Figure 1. Clock wiring as the flow saved it.
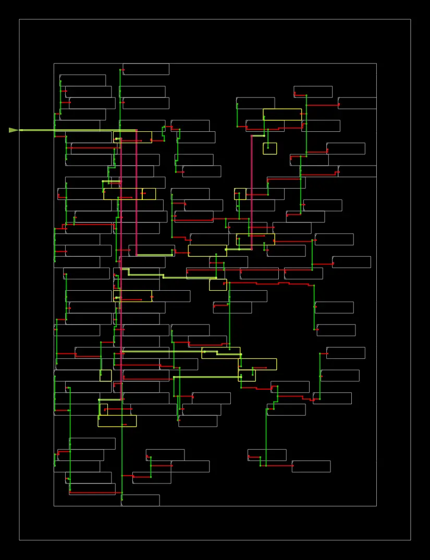
Figure 2. Met3 routing.
Scale: 4 px per um.
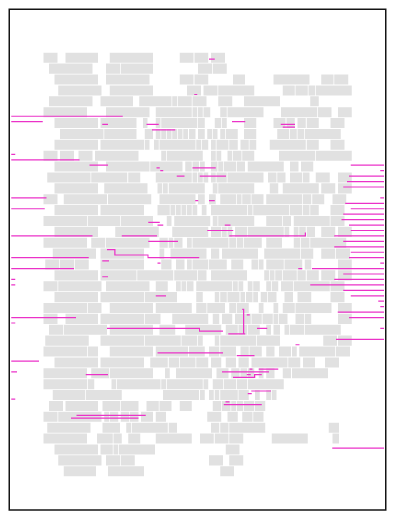
Figure 3. Metal 4.
Scale: 3 px per um. Supply wires on this layer in gray.
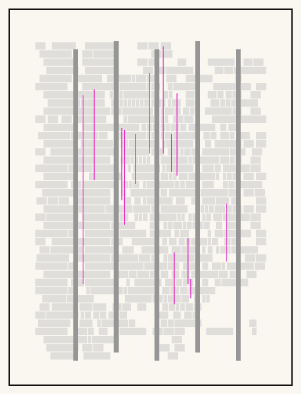
Figure 4. Close-up of the layout.
Window x 44 to 94, y 69 to 119 um. Cells in gray, sequential cells in the stronger gray; small squares are vias.
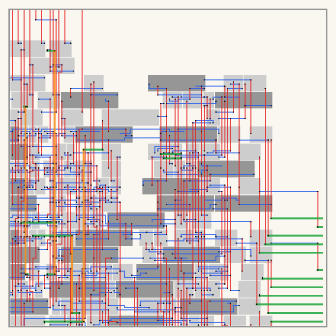
Figure 5. Pin placement.
Scale: 3 px per um. Pins as bars across the die edge, other pins in gray.
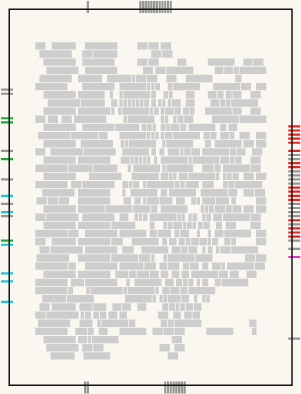
File: config.mk
export PLATFORM = sky130hd
export DESIGN_NAME = noc_traffic_gen
export DESIGN_NICKNAME = d
export VERILOG_FILES = /design/src/rtl/noc_traffic_gen_pkg.sv /design/src/rtl/noc_cmd_fifo.sv /design/src/rtl/noc_traffic_gen.sv
export SDC_FILE = /design/constraint.sdc
export NUM_CORES = 1
export LEC_CHECK = 0
export CAP_MARGIN = 20
export CORE_ASPECT_RATIO = 1.4
export CORE_MARGIN = 8
export CORE_UTILIZATION = 59
export DETAILED_ROUTE_END_ITERATION = 12
export PLACE_DENSITY = 0.94
export SLEW_MARGIN = 40
export SYNTH_ARGS = -nofsm -noshare
export SYNTH_HDL_FRONTEND = slang
export SYNTH_SLANG_ARGS = --single-unit
File: constraint.sdc
create_clock -name noc_clk -period 4.2 [get_ports noc_clk]
set_clock_uncertainty 0.1 [all_clocks]
set_input_delay 0.84 -clock noc_clk [delete_from_list [all_inputs] [get_ports noc_clk]]
set_output_delay 0.84 -clock noc_clk [all_outputs]
set_load 0.03 [all_outputs]
File: src/rtl/noc_traffic_gen_pkg.sv
// Shared mesh parameters, flit layout types and command record for the traffic generator.
package noc_traffic_gen_pkg;

  localparam int Noc_X_Size    = 4;
  localparam int Noc_Y_Size    = 4;
  localparam int Coord_Width   = 4;
  localparam int Len_Width     = 6;
  localparam int Seq_Width     = 8;
  localparam int Idx_Width     = 6;
  localparam int Payload_Width = 16;

  typedef logic [Coord_Width-1:0] coord_t;
  typedef logic [Len_Width-1:0]   len_t;
  typedef logic [Seq_Width-1:0]   seq_t;
  typedef logic [Idx_Width-1:0]   idx_t;

  typedef enum logic [1:0] {
    FLIT_HEAD   = 2'b00,
    FLIT_BODY   = 2'b01,
    FLIT_TAIL   = 2'b10,
    FLIT_SINGLE = 2'b11
  } flit_type_e;

  typedef enum logic [1:0] {
    ST_IDLE = 2'd0,
    ST_SEND = 2'd1,
    ST_DROP = 2'd2
  } gen_state_e;

  // Queued packet request.
  typedef struct packed {
    coord_t dst_x;
    coord_t dst_y;
    len_t   len;
  } pkt_cmd_t;

  // HEAD / SINGLE flit: routing information plus source stamp.
  typedef struct packed {
    flit_type_e ftype;
    coord_t     dst_x;
    coord_t     dst_y;
    coord_t     src_x;
    coord_t     src_y;
    seq_t       seq;
    len_t       len;
  } head_flit_t;

  // BODY / TAIL flit: sequence, position and a checkable payload.
  typedef struct packed {
    flit_type_e                 ftype;
    seq_t                       seq;
    idx_t                       idx;
    logic [Payload_Width-1:0]   payload;
  } body_flit_t;

  // True when the coordinate lies inside the mesh.
  function automatic logic dst_in_mesh(input coord_t x, input coord_t y);
    return (int'(x) < Noc_X_Size) && (int'(y) < Noc_Y_Size);
  endfunction

endpackage

File: src/rtl/noc_cmd_fifo.sv
// Show-ahead synchronous command FIFO; head entry is visible whenever empty is low.
module noc_cmd_fifo
  import noc_traffic_gen_pkg::*;
#(
  parameter int Depth = 4
) (
  input  logic     noc_clk,
  input  logic     noc_rst_n,
  input  logic     push,
  input  pkt_cmd_t push_data,
  input  logic     pop,
  output pkt_cmd_t pop_data,
  output logic     full,
  output logic     empty
);

  localparam int Ptr_Width = $clog2(Depth);
  typedef logic [Ptr_Width:0] ptr_t;

  pkt_cmd_t mem [Depth];
  ptr_t     wr_ptr;
  ptr_t     rd_ptr;
  logic     do_push;
  logic     do_pop;

  // Extra pointer bit separates the full and empty cases when the indices match.
  assign empty    = (wr_ptr == rd_ptr);
  assign full     = (wr_ptr[Ptr_Width] != rd_ptr[Ptr_Width]) &&
                    (wr_ptr[Ptr_Width-1:0] == rd_ptr[Ptr_Width-1:0]);
  assign do_push  = push && !full;
  assign do_pop   = pop && !empty;
  assign pop_data = mem[rd_ptr[Ptr_Width-1:0]];

  // Read/write pointer advance.
  always_ff @(posedge noc_clk or negedge noc_rst_n) begin
    if (!noc_rst_n) begin
      wr_ptr <= '0;
      rd_ptr <= '0;
    end else begin
      // NOTE: non-blocking so every register updates from pre-edge values.
      if (do_push) wr_ptr <= wr_ptr + ptr_t'(1);
      if (do_pop)  rd_ptr <= rd_ptr + ptr_t'(1);
    end
  end

  // Entry storage write.
  // NOTE: storage has no reset; the pointers alone decide which entries are live.
  always_ff @(posedge noc_clk) begin
    if (do_push) mem[wr_ptr[Ptr_Width-1:0]] <= push_data;
  end

endmodule

File: src/rtl/noc_traffic_gen.sv
// Per-node packet injector: queues requests, serialises them into HEAD/BODY/TAIL flits.
module noc_traffic_gen
  import noc_traffic_gen_pkg::*;
#(
  parameter int X_ID       = 0,
  parameter int Y_ID       = 0,
  parameter int Cmd_Depth  = 4,
  parameter int Flit_Width = 32
) (
  input  logic                  noc_clk,
  input  logic                  noc_rst_n,
  input  logic                  req_valid,
  output logic                  req_ready,
  input  logic [3:0]            req_dst_x,
  input  logic [3:0]            req_dst_y,
  input  logic [5:0]            req_len,
  output logic                  flit_valid,
  input  logic                  flit_ready,
  output logic [Flit_Width-1:0] flit_data,
  output logic                  busy,
  output logic                  err_drop,
  output logic [15:0]           sent_pkt_cnt
);

  gen_state_e state;
  gen_state_e state_next;

  pkt_cmd_t   fifo_head;
  logic       fifo_full;
  logic       fifo_empty;
  logic       fifo_pop;
  logic       load_cmd;
  logic       ready_en;

  coord_t     cur_dst_x;
  coord_t     cur_dst_y;
  len_t       cur_len;
  idx_t       flit_idx;
  seq_t       pkt_seq;

  logic       flit_fire;
  logic       last_flit;
  flit_type_e flit_type;
  head_flit_t head_flit;
  body_flit_t body_flit;
  logic       dst_bad;

  // ready_en keeps req_ready low while reset is asserted.
  assign req_ready = ready_en && !fifo_full;

  noc_cmd_fifo #(
    .Depth (Cmd_Depth)
  ) u_cmd_fifo (
    .noc_clk   (noc_clk),
    .noc_rst_n (noc_rst_n),
    .push      (req_valid && req_ready),
    .push_data ('{dst_x: req_dst_x, dst_y: req_dst_y, len: req_len}),
    .pop       (fifo_pop),
    .pop_data  (fifo_head),
    .full      (fifo_full),
    .empty     (fifo_empty)
  );

  assign dst_bad = !dst_in_mesh(fifo_head.dst_x, fifo_head.dst_y) ||
                   ((fifo_head.dst_x == coord_t'(X_ID)) && (fifo_head.dst_y == coord_t'(Y_ID)));

  assign flit_valid = (state == ST_SEND);
  assign flit_fire  = flit_valid && flit_ready;
  assign last_flit  = (flit_idx == cur_len - len_t'(1));
  assign err_drop   = (state == ST_DROP);
  assign busy       = !fifo_empty || (state != ST_IDLE);

  // Next-state decode: pop the head command in IDLE and classify it.
  always_comb begin
    // NOTE: defaults first so no path leaves a signal unassigned and infers a latch.
    state_next = state;
    fifo_pop   = 1'b0;
    load_cmd   = 1'b0;
    case (state)
      ST_IDLE: begin
        if (!fifo_empty) begin
          fifo_pop   = 1'b1;
          load_cmd   = 1'b1;
          state_next = dst_bad ? ST_DROP : ST_SEND;
        end
      end
      ST_SEND: begin
        if (flit_fire && last_flit) state_next = ST_IDLE;
      end
      ST_DROP: state_next = ST_IDLE;
      default: state_next = ST_IDLE;
    endcase
  end

  // State register, command latch, flit index and packet counters.
  always_ff @(posedge noc_clk or negedge noc_rst_n) begin
    if (!noc_rst_n) begin
      state        <= ST_IDLE;
      ready_en     <= 1'b0;
      cur_dst_x    <= '0;
      cur_dst_y    <= '0;
      cur_len      <= '0;
      flit_idx     <= '0;
      pkt_seq      <= '0;
      sent_pkt_cnt <= '0;
    end else begin
      state    <= state_next;
      ready_en <= 1'b1;
      if (load_cmd) begin
        cur_dst_x <= fifo_head.dst_x;
        cur_dst_y <= fifo_head.dst_y;
        cur_len   <= (fifo_head.len == '0) ? len_t'(1) : fifo_head.len;
        flit_idx  <= '0;
      end else if (flit_fire) begin
        if (last_flit) begin
          pkt_seq      <= pkt_seq + seq_t'(1);
          sent_pkt_cnt <= sent_pkt_cnt + 16'd1;
        end else begin
          flit_idx <= flit_idx + idx_t'(1);
        end
      end
    end
  end

  // Flit formatter; all fields come from registers so the word holds during stalls.
  assign flit_type = (cur_len == len_t'(1)) ? FLIT_SINGLE :
                     (flit_idx == '0)       ? FLIT_HEAD   :
                     last_flit              ? FLIT_TAIL   : FLIT_BODY;

  assign head_flit = '{ftype: flit_type, dst_x: cur_dst_x, dst_y: cur_dst_y,
                       src_x: coord_t'(X_ID), src_y: coord_t'(Y_ID),
                       seq: pkt_seq, len: cur_len};

  assign body_flit = '{ftype: flit_type, seq: pkt_seq, idx: flit_idx,
                       payload: {pkt_seq, 2'b00, flit_idx}};

  assign flit_data = !flit_valid ? '0 :
                     ((flit_type == FLIT_HEAD) || (flit_type == FLIT_SINGLE)) ? head_flit :
                     body_flit;

endmodule

==> run notes <==
fresh numbers from the pnr run: M2 GR Usage 35.3%, number of warnings in the stage logs 31, post-route cell area 6020 um^2, simple logic cell fraction of the synthesized area 14.3%, DR vias/cell 5.93, count of buffers not belonging to the clock network in the layout 73, number of nets in the layout 487, total global-route track usage 19.4%, GP Congestion 0.859, slew at the pin closest to its max-slew limit 791 ps, biggest power consumer among the groups sequential cells, number of signal-net inverters in the final layout 9, quantity of gates resized following cts 0, count of boundary I/O pins 70, sequential fraction of design power 40.8%, cell internal pwr 0.00231 W, Final Max Tran Viols 0, power spent charging and discharging nets 0.00143 W, instance tally after logic synthesis 397, FF-to-FF path depth 8, FF/Latch Area 3010 um^2, logic depth of the worst setup path including buffers 6, Max IR drop VDD 442 uV, number of enable flip-flop cells 56, Clk pwr share 21.5%, sequential element share of the synthesized area 60.3%, accumulated negative setup slack 0 ps, Root Buffer clkbuf_16, post-synth net total 426, number of fill cells 514, final hold violations 0, list of cells traversed by the critical path nor3_1 -> nand3b_1 -> nand2_2 -> nand2_1 -> a21oi_1 -> clkdlybuf4s50_1, router iterations before antenna repair 4, maximum achievable frequency 0.250 GHz, clock period minus worst slack 4000 ps, global-route met1 utilization 19.8%, multiplexer share of the synthesized area 8.12%, biggest cell category by area in the final layout sequential cells, area leader, netlist edfxtp_1, Synth Cell Area 4990 um^2, Critical Path Fanout Max 20, crit path buf inv count 1, Complex Gates by Area 5.44%, synthesized area per cell 12.6 um^2, slack of the worst reg-to-reg path 1300 ps, estimated wirelength of the detail-placed design 7780 um, Clock-cell share 4.74%, data required time at the worst endpoint 3260 ps, share of the core filled with cells in the final layout 73.5%, Crit-path slowest cell clkdlybuf4s50_1, met1 WL 3990 um, global route total overflow 0, leakage power 2.34 nW, Logic cell area 1850 um^2, result of the run finished clean, gr busiest metal met2, share of the synthesized netlist area taken by xor and xnor gates 6.14%, core area 8200 um^2, synth-to-layout area growth 20.7%, highest metal layer used by the detailed router met4, power density cells 622 nW/um^2, via count of the first global-routing pass 3545, Max clock buf depth 2, Post-Place Cells 549, type of origin of the critical path flip-flop, unique cell type count in the Yosys netlist 43, leading cell types in the layout, fill and taps excluded clkdlybuf4s50_1 (68), nand2_1 (64), edfxtp_1 (56), Placement Cell Area 5730 um^2, combinational family with the most area after synthesis simple AND/OR/NAND/NOR gates, type of destination of the critical path output pin, largest delay contributor family on the critical path simple AND/OR/NAND/NOR gates, least setup slack across all paths after layout 197 ps, post-route ant nets 0, total inserted antenna cells 0, FF-to-FF Start cur_len[0]$_DFFE_PN0P_, Yosys top cell area share 33.7%, Met3 Routed Length 672 um, number of warnings printed during yosys synthesis 0, # H-tree levels 3, post-layout power 0.00375 W, signal arrival time at the worst endpoint 3060 ps, fraction of area in multi-input gates 30.7%, cycle use final 95.3%, most common logic cell in the routed design clkdlybuf4s50_1, CTS tree yes, routed wire length on met2 6030 um, number of flip-flops and latches 109, Synth area leaders edfxtp_1 (34%), dfrtp_1 (27%), mux4_2 (6.3%), xnor2_1 (4.9%), nand2_1 (4.9%), max-cap viol count 0, final setup violating endpoints 0, largest net degree at the start of global routing 52, Adder-Cell Fraction of Synth Area 2.76%, row count 39, final non-filler cell total 565, total clock sinks 109, multi-input logic cell count 256, Core Util at FP 60.9%, Reg clk slew, reported paths 80 ps
Back to the opening pictures, Figure 1:
power dissipated in the clock network: 0.000805 W
Late-Pin Clk Latency: 350 ps
Inserted Clock Buffers: 9
clock buffer instance count of the final layout: 9

Back to the opening pictures, Figure 2:
- share of all routed wire: 6.1%
- main direction: horizontal
vias: 3348
drt total wl: 11000 um
Global Route met3 Usage: 4.70%

Back to the opening pictures, Figure 3:
- longest straight run: 62.6 um
- share of all routed wire: 2.9%
- main direction: vertical
- nets with wire on the layer: 12
- wire length on this layer: 322 um

Back to the opening pictures, Figure 4:
- green: met3
- red: met2
- blue: met1
- orange: met4
- most frequent: nand2_1 (27), clkdlybuf4s50_1 (25), dfrtp_1 (20)
- netlist names of flops here include: `sent_pkt_cnt` (9), `pkt_seq` (8), `cur_dst_y` (2)
- sequential cells in the window: 20
- cells with their middle in the window: 135

Back to the opening pictures, Figure 5:
- green: `req_dst_y` (pins 4; direction input; edge left)
- magenta: `flit_valid` (pins 1; direction output; edge right)
- red: `sent_pkt_cnt` (pins 16; direction output; edge right)
- cyan: `req_len` (pins 6; direction input; edge left)
- all pins by edge: 31 right, 16 left, 13 top, 10 bottom
buffers added on ports: 69
overall die width: 93.7 um
vertical extent of the die: 125 um

No activity file was given, so power comes from the tool's default toggle rates.
